Figure 1. M3 wires (run 1).
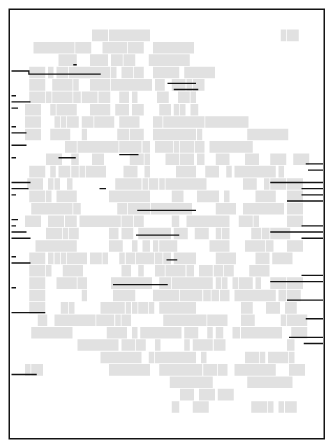
Figure 2. Routed metal per tile (run 1).
Bar = 20 um. 14 x 19 tiles, from white (low) to dark blue (high), scaled to the fullest tile. Values are wire area over tile area, all layers added.
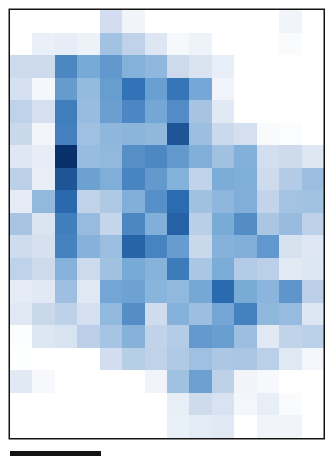
Figure 3. Close-up of the layout (run 1).
Window x 14 to 54, y 27 to 67 um. Cells in gray, sequential cells in the stronger gray; small squares are vias.
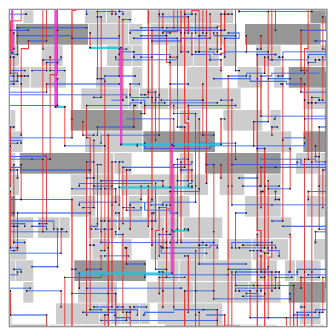
$ cat config.mk
export PLATFORM = sky130hd
export DESIGN_NAME = temp_result_filter_flat
export DESIGN_NICKNAME = d
export VERILOG_FILES = /design/src/rtl/temp_result_filter_if.sv /design/src/rtl/temp_result_filter.sv /design/src/flat_wrapper.sv
export SDC_FILE = /design/constraint.sdc
export NUM_CORES = 1
export LEC_CHECK = 0
export CAP_MARGIN = 5
export CORE_ASPECT_RATIO = 1.4
export CORE_MARGIN = 3
export CORE_UTILIZATION = 40
export DETAILED_ROUTE_END_ITERATION = 8
export GPL_TIMING_DRIVEN = 0
export PLACE_DENSITY = 0.66
export SETUP_SLACK_MARGIN = 0.3
export SYNTH_ARGS = -nofsm -noshare
export SYNTH_HDL_FRONTEND = slang
export SYNTH_SLANG_ARGS = --single-unit
$ cat constraint.sdc
create_clock -name clk -period 4.1 [get_ports clk]
set_input_delay 0.82 -clock clk [delete_from_list [all_inputs] [get_ports clk]]
set_output_delay 0.82 -clock clk [all_outputs]
set_load 0.02 [all_outputs]
$ cat src/rtl/temp_result_filter_if.sv
// Raw conversion-result stream from the temperature sensor into the result filter.
interface temp_result_filter_if #(
  parameter int N_RES = 6
);
  logic             i_res_valid;
  logic [N_RES-1:0] i_res;

  modport master (output i_res_valid, output i_res);
  modport slave  (input  i_res_valid, input  i_res);
endinterface

$ cat src/rtl/temp_result_filter.sv
// Rounded block averager with min/max tracking and hysteresis over-temperature alarm.
// Optional spike rejection is enabled by defining TEMP_FILTER_SPIKE_REJECT_EN.
//
// state | meaning
// FILL  | no average produced since reset
// RUN   | at least one block average has been produced
module temp_result_filter #(
  parameter int N_RES    = 6,
  parameter int LOG2_AVG = 2,
  parameter int MAX_STEP = 8
) (
  input  logic                 clk,
  input  logic                 reset,
  temp_result_filter_if.slave  res_bus,
  input  logic                 i_clear_minmax,
  input  logic [N_RES-1:0]     i_thr_hi,
  input  logic [N_RES-1:0]     i_thr_lo,
  output logic [N_RES-1:0]     o_avg,
  output logic                 o_avg_valid,
  output logic                 o_have_avg,
  output logic [N_RES-1:0]     o_min,
  output logic [N_RES-1:0]     o_max,
  output logic                 o_alarm,
  output logic [3:0]           o_reject_cnt
);

  localparam int AW = N_RES + LOG2_AVG + 1;
  localparam logic [AW-1:0] ROUND = AW'(1) << (LOG2_AVG - 1);

  typedef enum logic {FILL, RUN} state_t;

  state_t              state;
  logic [AW-1:0]       acc;
  logic [LOG2_AVG-1:0] cnt;

  logic                accept;
  logic                block_done;
  logic [AW-1:0]       acc_add;
  logic [AW-1:0]       rounded;
  logic [N_RES-1:0]    new_avg;
  logic                unused_round_bits;

  assign acc_add    = acc + {{(LOG2_AVG + 1){1'b0}}, res_bus.i_res};
  assign rounded    = acc_add + ROUND;
  assign new_avg    = rounded[LOG2_AVG +: N_RES];
  assign block_done = accept && (cnt == '1);
  // the sum never exceeds (2**N_RES-1) after the shift, so the top bit is always zero
  assign unused_round_bits = ^{rounded[AW-1], rounded[LOG2_AVG-1:0]};

`ifdef TEMP_FILTER_SPIKE_REJECT_EN
  localparam logic [N_RES:0] MAX_STEP_W = (N_RES + 1)'(MAX_STEP);

  logic [N_RES-1:0] last_s;
  logic             have_ref;
  logic [1:0]       rej_run;
  logic [3:0]       rej_cnt;
  logic [N_RES-1:0] diff;
  logic             spike;
  logic             force_acc;
  logic             reject;

  always_comb begin
    diff = '0;
    if (res_bus.i_res > last_s) diff = res_bus.i_res - last_s;
    else                        diff = last_s - res_bus.i_res;
  end

  assign spike     = have_ref && ({1'b0, diff} > MAX_STEP_W);
  // a third out-of-range sample in a row is treated as a real temperature step
  assign force_acc = spike && (rej_run == 2'd2);
  assign accept    = res_bus.i_res_valid && (!spike || force_acc);
  assign reject    = res_bus.i_res_valid && spike && !force_acc;

  always_ff @(posedge clk or posedge reset) begin
    if (reset) begin
      last_s   <= '0;
      have_ref <= 1'b0;
      rej_run  <= '0;
      rej_cnt  <= '0;
    end else if (accept) begin
      last_s   <= res_bus.i_res;
      have_ref <= 1'b1;
      rej_run  <= '0;
    end else if (reject) begin
      rej_run  <= rej_run + 2'd1;
      if (rej_cnt != 4'hF) rej_cnt <= rej_cnt + 4'd1;
    end
  end

  assign o_reject_cnt = rej_cnt;
`else
  logic unused_max_step;

  assign accept          = res_bus.i_res_valid;
  assign o_reject_cnt    = '0;
  assign unused_max_step = ^MAX_STEP;
`endif

  always_ff @(posedge clk or posedge reset) begin
    if (reset) begin
      state       <= FILL;
      acc         <= '0;
      cnt         <= '0;
      o_avg       <= '0;
      o_avg_valid <= 1'b0;
      o_have_avg  <= 1'b0;
      o_min       <= '1;
      o_max       <= '0;
      o_alarm     <= 1'b0;
    end else begin
      o_avg_valid <= 1'b0;

      case (state)
        FILL: if (block_done) state <= RUN;
        RUN:  state <= RUN;
        default: state <= FILL;
      endcase

      if (accept) begin
        cnt <= cnt + 1'b1;
        if (block_done) begin
          acc         <= '0;
          o_avg       <= new_avg;
          o_avg_valid <= 1'b1;
          o_have_avg  <= 1'b1;
          // set wins when the thresholds overlap
          if (new_avg >= i_thr_hi)      o_alarm <= 1'b1;
          else if (new_avg <= i_thr_lo) o_alarm <= 1'b0;
        end else begin
          acc <= acc_add;
        end
      end

      if (i_clear_minmax && accept) begin
        o_min <= res_bus.i_res;
        o_max <= res_bus.i_res;
      end else if (i_clear_minmax) begin
        o_min <= '1;
        o_max <= '0;
      end else if (accept) begin
        if (res_bus.i_res < o_min) o_min <= res_bus.i_res;
        if (res_bus.i_res > o_max) o_max <= res_bus.i_res;
      end
    end
  end

endmodule

$ cat src/flat_wrapper.sv
// flat-port wrapper written by rule: the top's interface ports become plain ports
module temp_result_filter_flat 
#(
  parameter int N_RES    = 6,
  parameter int LOG2_AVG = 2,
  parameter int MAX_STEP = 8
)
  (clk, reset, i_clear_minmax, i_thr_hi, i_thr_lo, o_avg, o_avg_valid, o_have_avg, o_min, o_max, o_alarm, o_reject_cnt, res_bus_i_res_valid, res_bus_i_res);
  temp_result_filter_if #(.N_RES(N_RES)) res_bus_i ();
  input  logic clk;
  input  logic reset;
  input  logic i_clear_minmax;
  input  logic [N_RES-1:0] i_thr_hi;
  input  logic [N_RES-1:0] i_thr_lo;
  output logic [N_RES-1:0] o_avg;
  output logic o_avg_valid;
  output logic o_have_avg;
  output logic [N_RES-1:0] o_min;
  output logic [N_RES-1:0] o_max;
  output logic o_alarm;
  output logic [3:0] o_reject_cnt;
  input wire logic [$bits(res_bus_i.i_res_valid)-1:0] res_bus_i_res_valid;
  input wire logic [$bits(res_bus_i.i_res)-1:0] res_bus_i_res;
  assign res_bus_i.i_res_valid = res_bus_i_res_valid;
  assign res_bus_i.i_res = res_bus_i_res;
  temp_result_filter #(.N_RES(N_RES), .LOG2_AVG(LOG2_AVG), .MAX_STEP(MAX_STEP)) u_core (.clk(clk), .reset(reset), .res_bus(res_bus_i), .i_clear_minmax(i_clear_minmax), .i_thr_hi(i_thr_hi), .i_thr_lo(i_thr_lo), .o_avg(o_avg), .o_avg_valid(o_avg_valid), .o_have_avg(o_have_avg), .o_min(o_min), .o_max(o_max), .o_alarm(o_alarm), .o_reject_cnt(o_reject_cnt));
endmodule
==> flow_summary_export.csv, run 1 <==
group,metric,value,unit
outcome,status,"finished, final reports clean",
synth,synth_area,2211,um^2
timing,rsz0062_at_grt,"false",
synth,syn_inst,228,
final_layout,largest_reg_flops,8,
drt,drc,0,
place,gp_congestion,0.7773,
critical_path,r2r-end,"u_core.o_alarm",
final_layout,fillCellCount,496,
synth,simple_gate_share,13.07,%
cts,cts_sinks,31,
timing,worst_pin_slew,528.1,ps
final_layout,final_nets,342,
critical_path,cp_slowest_cell,"fa_2",
timing,relSlewSlack,64.47,%
critical_path,crit_fanout,5,
synth,area_leaders,"dfrtp_1 28%, ha_1 18%, dfstp_2 7.1%, inv_1 6.5%, a21oi_1 2.7%",
drt,firstDrtPassIters,4,
job,cap_violations,0,
synth,synth_area_leader_cell,"dfrtp_1",
synth,synth_cell_types,47,
timing,fmax,274.2,MHz
synth,synthAoiAreaFrac,19.02,%
critical_path,critical-path-top-delay-family,"adder cells",
critical_path,critical_path_depth,16,
pwr,netSwitchingFraction,41.25,%
pwr,clockPowerShare,11.5,%
critical_path,r2r-start,"u_core.acc[0]",
synth,ff_type,"dfrtp_1",
cts,cts_buffers,5,
hold_path,hp-class,"reg -> reg",
synth,synth.mux.area_fraction,2.207,%
timing,final_hold_viol_count,0,
synth,yosys_cells,228,
drt,route.met3.wl,214,um
synth,fa_ha_area_share,18.45,%
timing,report.final.slew_viol_count,0,
final_layout,top_register,"u_core.acc",
critical_path,end_kind,"register",
critical_path,worstRegToRegCells,15,
critical_path,startpoint_type,"input port",
hold_path,hold_depth,1,
pwr,p_sw,0.8764,mW
synth,synth.avg_cell_area,9.697,um^2
critical_path,regToRegSetupSlack,710,ps
timing,finClkSkew,7.764,ps
job,warnings,26,
global_routing,grt_pass1_vias,1773,
synth,synth_seq_share,35.43,%
About Figure 1:
main direction: horizontal
nets with wire on the layer: 40

About Figure 2:
densest ninth of the die: middle
mean over tiles: 0.12
nearly empty tiles: 21%
fullest tile: 0.42
emptiest ninth of the die: top right
via total after detailed routing: 1807
GRT Util Overall: 15.79%
final wirelength: 4.764 mm
WL/cell: 13.46 um

About Figure 3:
[cyan] M3
[blue] M1
[red] M2
[magenta] M4
sequential cells in the window: 9
most frequent: inv_1 (15), ha_1 (8), dfrtp_1 (7)
cells with their middle in the window: 108
netlist names of flops here include: `u_core.acc` (3), `u_core.o_max` (2), `u_core.o_min` (2)

run 1: what timing repair did:
action | CTS | global route
gates resized | 13 | 12
endpoints found under the setup margin | 1 | 1
pin swaps | 7 | 8
buffers inserted | 4 | 4
run 1: stage by stage:
stage          instance area, um^2  worst slack [ps]  cells  TNS [ps]  util (%)
5_1_grt                       2987             272.9    354         0     56.62
4_1_cts                       2874             351.7    349         0     54.48
6_report                      2987             452.6    354         0     56.62
3_3_place_gp                  2715            -507.9    338    -507.9     51.47
3_5_place_dp                  2715            -542.0    338    -542.0     51.47
2_1_floorplan                 2222             378.6    231         0         -
run 1: layout make-up:
class	count	share of cell area, %
multi-input cells	154	45.41
flip-flops and latches	31	26.23
repair buffers	50	16.38
inverters	38	4.776
clock buffers	6	2.765
well taps	66	2.765
plain buffers	8	1.508
clock inverters	1	0.1676
Figure 4. Clock distribution (run 1).
Bar = 20 um.
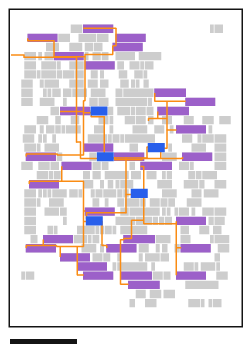

==> run 2, diff against run 1 <==
--- a/config.mk
+++ b/config.mk
@@ -6,13 +6,14 @@
 export NUM_CORES = 1
 export LEC_CHECK = 0
 export CAP_MARGIN = 5
+export CELL_PAD_IN_SITES_DETAIL_PLACEMENT = 0
+export CELL_PAD_IN_SITES_GLOBAL_PLACEMENT = 2
 export CORE_ASPECT_RATIO = 1.4
 export CORE_MARGIN = 3
-export CORE_UTILIZATION = 40
+export CORE_UTILIZATION = 31
 export DETAILED_ROUTE_END_ITERATION = 8
-export GPL_TIMING_DRIVEN = 0
-export PLACE_DENSITY = 0.66
-export SETUP_SLACK_MARGIN = 0.3
+export PLACE_DENSITY = 0.8
+export SETUP_SLACK_MARGIN = 0.02
 export SYNTH_ARGS = -nofsm -noshare
 export SYNTH_HDL_FRONTEND = slang
 export SYNTH_SLANG_ARGS = --single-unit
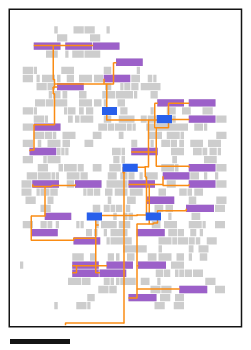
Figure 5: run 2, clock distribution.
Bar = 20 um.
[orange] clock wires | length: 527 um
[purple] flip-flops | count: 31
[blue] clock-net drivers | count: 5
routed clock nets: 6

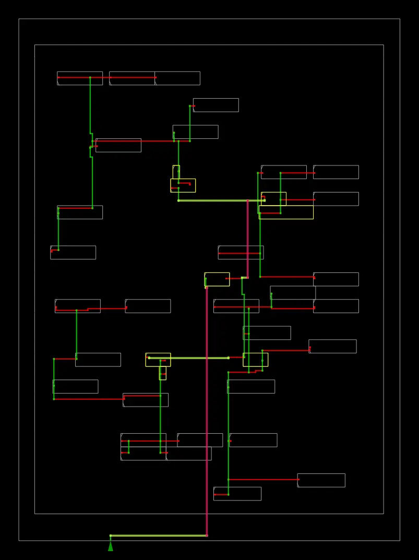
Figure 6: run 2, the clock network.
seq_cells: 31
CLK BUF: 7
Clk. pwr: 0.300 mW

==> run 2 against run 1 <==
Area after synthesis is the same. Flip-flop count did not move. Largest power group unchanged. Final area is 0.29% higher.
==> flow_summary_export.csv, run 2 <==
group,metric,value,unit
die,die_h,105.9,um
place,numPlacedInstances,376,
final_layout,area_growth,35.48,%
final_layout,fillCellCount,695,
final_layout,final_cell_mix,"42 x clkdlybuf4s50_1, 38 x inv_1, 29 x ha_1",
pwr,clockPowerShare,13.9,%
synth,synth_seq_share,35.43,%
final_layout,drive_above_1_share,15.75,%
critical_path,r2r-end,"u_core.o_alarm",
final_layout,largest_reg_flops,8,
synth,synth-xor-area-share,3.169,%
cts,cts_resized,0,
timing,final_hold_viol_count,0,
synth,synth.avg_cell_area,9.697,um^2
critical_path,end_kind,"register",
synth,synth_area_leader_cell,"dfrtp_1",
critical_path,cp_slowest_cell,"fa_2",
critical_path,worstRegToRegCells,14,
cts,cts_hold_buf,0,
timing,tns,0,ps
job,warnings,26,
synth,synth_area,2211,um^2
cts,post_cts_buffers,0,
synth,synth_top_area_share,28.30,%
pwr,p_comb,1.38,mW
critical_path,regToRegSetupSlack,840,ps
drt,drc,0,
timing,finClkSkew,10.33,ps
synth,area_leaders,"dfrtp_1 28%, ha_1 18%, dfstp_2 7.1%, inv_1 6.5%, a21oi_1 2.7%",
drt,post_drt_wl_per_cell,13.74,um
die,fp_util,32.78,%
synth,synthAoiAreaFrac,19.02,%
hold_path,hold_depth,1,
synth,fa_ha_area_share,18.45,%
timing,fmax,255.9,MHz
drt,firstDrtPassIters,4,
drt,dr_total_vias,1804,
pwr,p_sw,0.8667,mW
critical_path,critical_path_depth,15,
critical_path,critical_path.most_common_cell,"ha_2",
critical_path,crit_fanout,2,
synth,ff_type,"dfrtp_1",
critical_path,startpoint_type,"input port",
drt,vias_per_cell,4.698,
timing,report.final.slew_viol_count,0,
drt,drt_wl_total,5.276,mm
outcome,status,"finished, final reports clean",
final_layout,final_cells,384,
timing,rsz0062_at_grt,"false",
critical_path,r2r-start,"u_core.acc[0]",
place,io_buffers,42,
cts,cts_buffers,5,
global_routing,grt_pass1_vias,1841,
place,gp_congestion,0.7710,
synth,simple_gate_share,13.07,%
synth,synth.mux.area_fraction,2.207,%
global_routing,track_usage,13.46,%
pwr,combPwrFrac,63.9,%
cts,cts_sinks,31,
synth,yosys_cells,228,
final_layout,final_nets,345,
synth,synth_cell_types,47,
pwr,p_seq_share,22.2,%
critical_path,critical-path-top-delay-family,"adder cells",
pwr,p_int,1.300,mW
global_routing,antenna_found_initial,0,
job,cap_violations,0,
final_layout,top_register,"u_core.acc",
hold_path,hp-class,"reg -> reg",
pwr,netSwitchingFraction,40.01,%
drt,wl_met2,2.685,mm
drt,highest_layer,"met4",
synth,syn_inst,228,
drt,route.met3.wl,184,um
-- run 2: cell count changes in the layout (fill, tap and decap cells not counted), sizes merged, moves of 2 or more --
cell,change
clkinv,-2
buf,+5
clkbuf,-4
clkdlybuf4s50,+5
-- run 2: final cells by class --
class,count,area share (%)
multi-input cells,154,42.90
inverters,38,4.762
repair buffers,61,18.80
flip-flops and latches,31,26.15
well taps,92,3.843
clock buffers,7,2.548
clock inverters,1,1.003
-- run 2: stage by stage --
step,total power [mW],worst slack [ps],utilization (%),area [um^2]
global placement,1.820,-197.4,42.34,2855
detailed placement,1.845,-260.9,42.34,2855
floorplan,1.347,378.6,-,2222
finish,2.166,192.2,44.42,2995
global route,2.376,22.01,44.42,2995
CTS,2.159,40.66,43.91,2962
Power is estimated from default activity; no workload was simulated.
